Fig. 1: run 1, I/O pins on the die edge
Scale: 6 px per µm. Pins as bars across the die edge, other pins in gray.
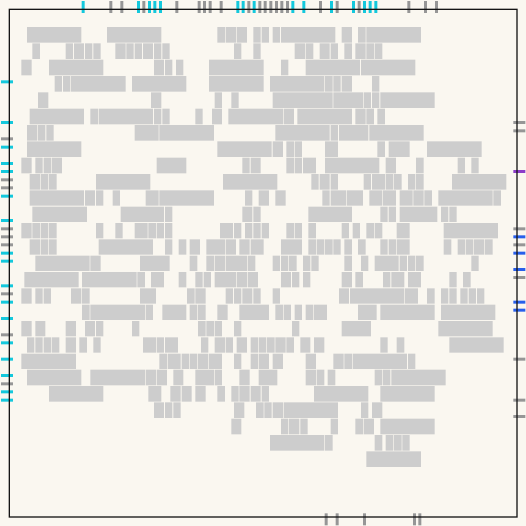
Fig. 2: run 1, sizing map
Scale: 6 px per µm.
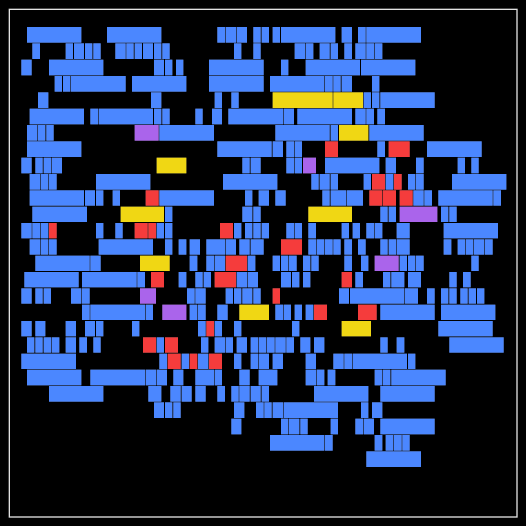
Fig. 3: run 1, cell outlines without signal wires
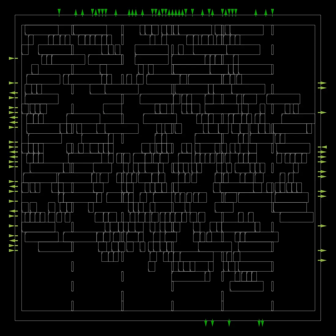
Fig. 4: run 1, gate-type map
Scale: 6 px per µm.
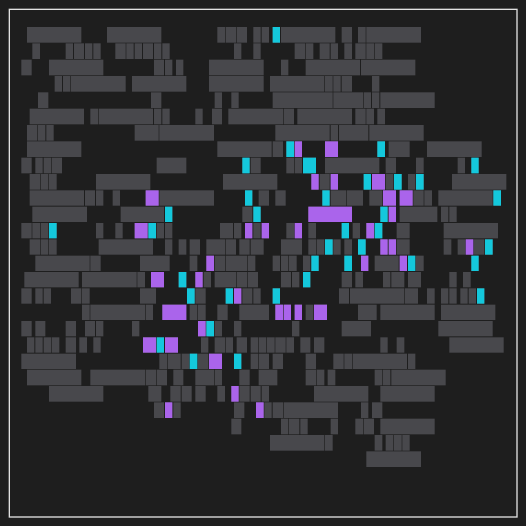
Design uc_seq, sky130hd; sources not shown.
==> reports/metrics.csv, run 1 <==
stage;metric;value;unit
clock_network;clock tree buffer depth;2;
critical_path;delay-heaviest family, CP;simple AND/OR/NAND/NOR gates;
critical_path;R2R setup slack;2280;ps
detailed_routing;WL final;6390;µm
die;Die Area;7120;µm²
critical_path;Worst setup SP type;register;
timing;Setup Skew;8.93;ps
finish;clkbuf count;6;
clock_network;CTS tree;done;
synth;Syn Inst Count;414;
placed_design;placed standard-cell area;2960;µm²
critical_path;CP max FO;15;
power;Reg power frac;46.3;%
clock_network;setup bufs post-CTS;0;
die;Placeable Area;6390;µm²
finish;flip-flop count of the largest register after layout;32;
synth;Top logic family;simple AND/OR/NAND/NOR gates;
timing;Final period util;44.5;%
synth;Top cells by area;dfrtp_1 43%, nand2_1 17%, nand3_1 11%;
detailed_routing;DRT iter0 DRCs;163;
finish;Final #Nets;420;
timing;worst rel slew slack;62.1;%
power;internal power;1230;µW
synth;mux share of post-synthesis cell area;0;%
finish;Top cells excl fill/tap;144 x nand2_1, 69 x nand3_1, 54 x dfrtp_1;
critical_path;critical path type;reg2reg;
power;VDD IR max;0.359;mV
critical_path;worst path buffer plus inverter count;2;
power;Final Power;2540;µW
detailed_routing;DR vias;2435;
placed_design;GP Congestion;0.923;
finish;Non-CTS inverters;36;
critical_path;Critical Path Max Stage Delay;480;ps
clock_network;worst skew pair latency;310;ps
critical_path;Critical Path Sink Type;register;
synth;XOR Share, Synth;0;%
synth;Top FF cell, synth;dfrtp_1;
clock_network;Root Buffer;clkbuf_8;
run;Max Cap Viol;0;
synth;AO/OA Area Share;3.22;%
synth;Synth top cell by count;nand2_1;
finish;Ant. Diodes;0;
placed_design;Cells after DPL;454;
timing;final hold vios;0;
critical_path;Crit. path cell count;12;
outcome;status;finished, final reports clean;
synth;Simple-Gate Area Share;39.0;%
finish;layout cells sized above 1;10.6;%
synth;Synth Seq Share;43.4;%
hold_path;Hold Path Class;in2async;
detailed_routing;Detail Route Antenna Nets;0;
synth;Synth top cells by count;144 x nand2_1, 69 x nand3_1, 54 x dfrtp_1;
power;PD cells;833;nW/µm²
synth;Mean Syn Cell Area;7.52;µm²
timing;final setup violation count;0;
power;Net Switching;1320;µW
critical_path;WP data arrival;2020;ps
detailed_routing;routed wl met3;407;µm
power;Clk pwr share;11.9;%
synth;# Cells Yosys;414;
timing;Pins Over Slew Limit;0;
finish;Data buffer area share;1.56;%
detailed_routing;Met2 Wirelength;3020;µm
die;Initial Util;48.7;%
power;sequential-cell power consumption;1180;µW
synth;Synth top area share;43.4;%
critical_path;Crit-path slowest cell;nor2_2;
synth;Yosys warning count;6;
clock_network;Worst-path clk slew;100;ps
finish;ClkCell Share;3.11;%
clock_network;H-tree levels;2;
global_routing;pin count of the biggest net entering global routing;39;
critical_path;worst-path cell chain;nor2_2, nand3_1, nand2_1, inv_2, nand2_1, nor2_1, nand3_2, nand2_1, inv_1, nor2_1, nand4_1, nand2_1;
detailed_routing;via density per instance;5.27;
global_routing;gr ovfl total;0;
finish;Register Area;1350;µm²
global_routing;met2 Resource Use GR;28.9;%
finish;Biggest Area Class;sequential cells;
timing;setup_tns;0;ps
placed_design;Post-DP HPWL;4740;µm
power;P_clk;302;µW
die;n_taps;77;
detailed_routing;DR DRC count;0;
clock_network;# resized after CTS;0;
run;OpenROAD warning count;26;
timing;measured slew at the worst slew-check pin;568;ps
synth;Mapped Area;3110;µm²
synth;asr flop ratio synth;100;%
power;switch share;51.8;%
critical_path;R2R cell count;12;
detailed_routing;top routing layer used;met4;
synth;Synth Area in Adders;0;%
clock_network;clk sinks;54;
power;Logic power comb;1060;µW
global_routing;first-pass GRT wire length;10500;µm
detailed_routing;M1 wire length;2830;µm
power;Gate power share;41.8;%
synth;leading area contributor after synthesis;dfrtp_1;
power;top power group;registers;
global_routing;all-layer global routing usage;18.3;%
global_routing;Most Crowded Layer GR;met2;
clock_network;Post-CTS Hold Buffers;0;
placed_design;pre-CTS setup slack;2120;ps
Back to the opening pictures, Fig. 1:
Key: purple = `halted` [pins 1, direction output, edge right]; blue = `pc_control` [pins 5, direction output, edge right]; cyan = `instruction` [pins 32, direction input, edge 17 left, 15 top]
All pins by edge: 36 top, 26 left, 14 right, 5 bottom.
die width: 84.4 µm
Port Buffers: 0

Back to the opening pictures, Fig. 2:
Key: yellow = x6 and larger [cells 9, most used clkbuf_8]; blue = x1 and smaller [cells 344, most used nand2_1]; red = x2 [cells 26, most used nor2_2]; purple = x3 and x4 [cells 6, most used nand2_4]
Non-CTS buffers: 2
post-route cell area: 3050 µm²
fin worst setup slack: 2280 ps
area delta synth->final: -1.89%

Back to the opening pictures, Fig. 3:
flop count: 54
Finished Core Util: 47.8%
sequential share of cell area: 44.2%
# fillers: 625
row cnt: 29

Back to the opening pictures, Fig. 4:
Key: cyan = inv cells [cells 36]; purple = nor cells [cells 36]
Top cell excl fill/tap: nand2_1
Layout Cells excl Fill: 462
logic share of the area: 43.4%

==> run 1 -> run 2 <==
ABC_CLOCK_PERIOD_IN_PS = 1600   (was 4100)
PLACE_DENSITY = 0.74   (was 0.72)
clock period = 1.6 ns   (was 4.1 ns; I/O delays follow)
Fig. 5: run 2, cell outlines without signal wires
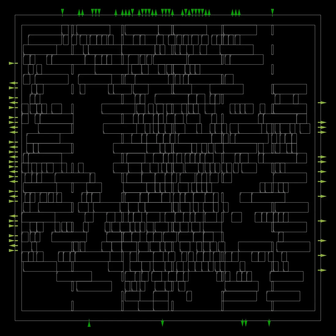
Placeable Area: 6390 µm²
n_taps: 77
# fillers: 597
Layout Cells excl Fill: 501
sequential share of cell area: 39.0%

==> run 2 against run 1 <==
The flow now finishes with violations (setup timing). Largest cell class is now logic gates. Register-to-register slack lost 2300 ps. Critical endpoint is now illegal_op. Sequential power grew to 2.5 times the previous value. Wire length up 11%. Global-route usage increased by 1.5 points. Final area increased by 14%. Critical path type unchanged. Worst setup slack got worse by 2300 ps. Synthesized area did not move. Flip-flop count stayed put. Combinational power went up to 3.4 times the previous value. Worst hold slack worse by 220 ps.
==> reports/metrics.csv, run 2 <==
stage;metric;value;unit
outcome;status;finished, violations left;
outcome;failing checks;setup timing;
finish;layout cells sized above 1;26.2;%
power;Reg power frac;40.1;%
finish;post-route cell area;3480;µm²
finish;Ant. Diodes;0;
placed_design;Port Buffers;0;
critical_path;Crit-path slowest cell;dfrtp_2;
timing;hold slack;128;ps
placed_design;Post-DP HPWL;5060;µm
clock_network;# resized after CTS;9;
finish;Top cells excl fill/tap;130 x nand2_1, 63 x nand3_1, 49 x dfrtp_1;
synth;asr flop ratio synth;100;%
synth;Post-synth EDFFs;0;
detailed_routing;routed wl met3;496;µm
synth;Simple-Gate Area Share;39.0;%
global_routing;pin count of the biggest net entering global routing;33;
clock_network;Root Buffer;clkbuf_8;
synth;Synth top cell by count;nand2_1;
timing;Pins Over Slew Limit;0;
synth;Mean Syn Cell Area;7.52;µm²
power;P_clk;808;µW
critical_path;critical path type;reg2reg;
run;Max Cap Viol;0;
finish;logic share of the area;41.7;%
detailed_routing;top routing layer used;met4;
detailed_routing;DR DRC count;0;
timing;fin crit period;1650;ps
synth;Chip Area, Yosys;3110;µm²
power;Gate power share;49.0;%
run;OpenROAD warning count;27;
critical_path;worst path buffer plus inverter count;2;
clock_network;setup bufs post-CTS;5;
die;Initial Util;48.7;%
hold_path;WHS Path Cells;2;
finish;flop count;54;
timing;RSZ-0062 raised after global routing;yes;
power;VDD IR max;1.04;mV
synth;Mapped Area;3110;µm²
finish;flip-flop count of the largest register after layout;32;
die;I/O Pins;81;
synth;XOR Share, Synth;0;%
die;die height;84.4;µm
synth;Synth Seq Share;43.4;%
critical_path;delay-heaviest family, CP;simple AND/OR/NAND/NOR gates;
finish;ClkCell Share;2.80;%
finish;Comb area;1450;µm²
finish;Register Area;1360;µm²
critical_path;Crit. path cell count;10;
synth;Synth top area share;43.4;%
clock_network;clock tree buffer depth;2;
synth;Top cells by area;dfrtp_1 43%, nand2_1 17%, nand3_1 11%;
finish;Finished Core Util;54.5;%
global_routing;first-pass GRT wire length;11500;µm
critical_path;WP data arrival;1860;ps
placed_design;Cells after DPL;479;
global_routing;all-layer global routing usage;19.8;%
global_routing;initial antenna violation count;0;
power;Logic power comb;3650;µW
clock_network;H-tree levels;2;
timing;Final period util;103;%
detailed_routing;Detail Route Antenna Nets;0;
die;die width;84.4;µm
synth;Synth Area in Adders;0;%
critical_path;R2R setup slack;-50;ps
clock_network;CTS tree;done;
synth;Yosys warning count;6;
finish;multi-input logic cell count;286;
detailed_routing;M1 wire length;3130;µm
hold_path;Hold Path Class;in2reg;
timing;Setup Skew;11.5;ps
finish;Non-CTS inverters;36;
clock_network;clk sinks;54;
synth;mux share of post-synthesis cell area;0;%
die;row cnt;29;
finish;clkbuf count;5;
critical_path;Worst EP required;1810;ps
synth;Top FF cell, synth;dfrtp_1;
global_routing;vias in the first global route;2498;
placed_design;GP Congestion;0.905;
timing;Fmax;607;MHz
power;Final Power;7440;µW
critical_path;CP max FO;7;
detailed_routing;Met2 Wirelength;3360;µm
synth;Yosys cell types;28;
power;Net Switching;3780;µW
power;internal power;3660;µW
power;sequential-cell power consumption;2980;µW
synth;AO/OA Area Share;3.22;%
finish;Data buffer area share;9.48;%
timing;setup_tns;-48.2;ps
power;switch share;50.8;%
synth;Synth top cells by count;144 x nand2_1, 69 x nand3_1, 54 x dfrtp_1;
synth;Top logic family;simple AND/OR/NAND/NOR gates;
critical_path;Worst setup SP type;register;
timing;fin worst setup slack;-46.3;ps
clock_network;worst skew pair latency;320;ps
power;Pleak;0.00187;µW
global_routing;gr ovfl total;0;
finish;Non-CTS buffers;40;
global_routing;Most Crowded Layer GR;met2;
global_routing;grt met3 use;5.60;%
placed_design;pre-CTS setup slack;-46.0;ps
clock_network;Post-CTS Hold Buffers;1;
finish;area delta synth->final;11.9;%
clock_network;total CTS buffers;5;
global_routing;met1 usage;26.5;%
detailed_routing;DR vias;2631;
synth;Syn Inst Count;414;
power;top power group;combinational cells;
timing;final hold vios;0;
detailed_routing;WL final;7110;µm
clock_network;Worst-path clk slew;110;ps
critical_path;Critical Path Sink Type;register;
power;Clk pwr share;10.9;%
critical_path;R2R cell count;10;
critical_path;Critical Path Max Stage Delay;480;ps
power;PD cells;2140;nW/µm²
finish;Top cell excl fill/tap;nand2_1;
finish;Final #Nets;459;
synth;leading area contributor after synthesis;dfrtp_1;
global_routing;met2 Resource Use GR;31.1;%
detailed_routing;routed len/inst;14.2;µm
detailed_routing;via density per instance;5.25;
detailed_routing;First-pass DRT Iterations;4;
finish;Biggest Area Class;logic gates;
critical_path;worst-path cell chain;nand2_4, buf_4, nor2_2, nand2_2, buf_4, nand3_1, nor2_1, nand2_1, nor2_1, a31o_2;
synth;# Cells Yosys;414;
placed_design;placed standard-cell area;3130;µm²
die;Die Area;7120;µm²
detailed_routing;DRT iter0 DRCs;192;
timing;final setup violation count;2;
synth;Flops after synth;54;
No activity file was given, so power comes from the tool's default toggle rates.
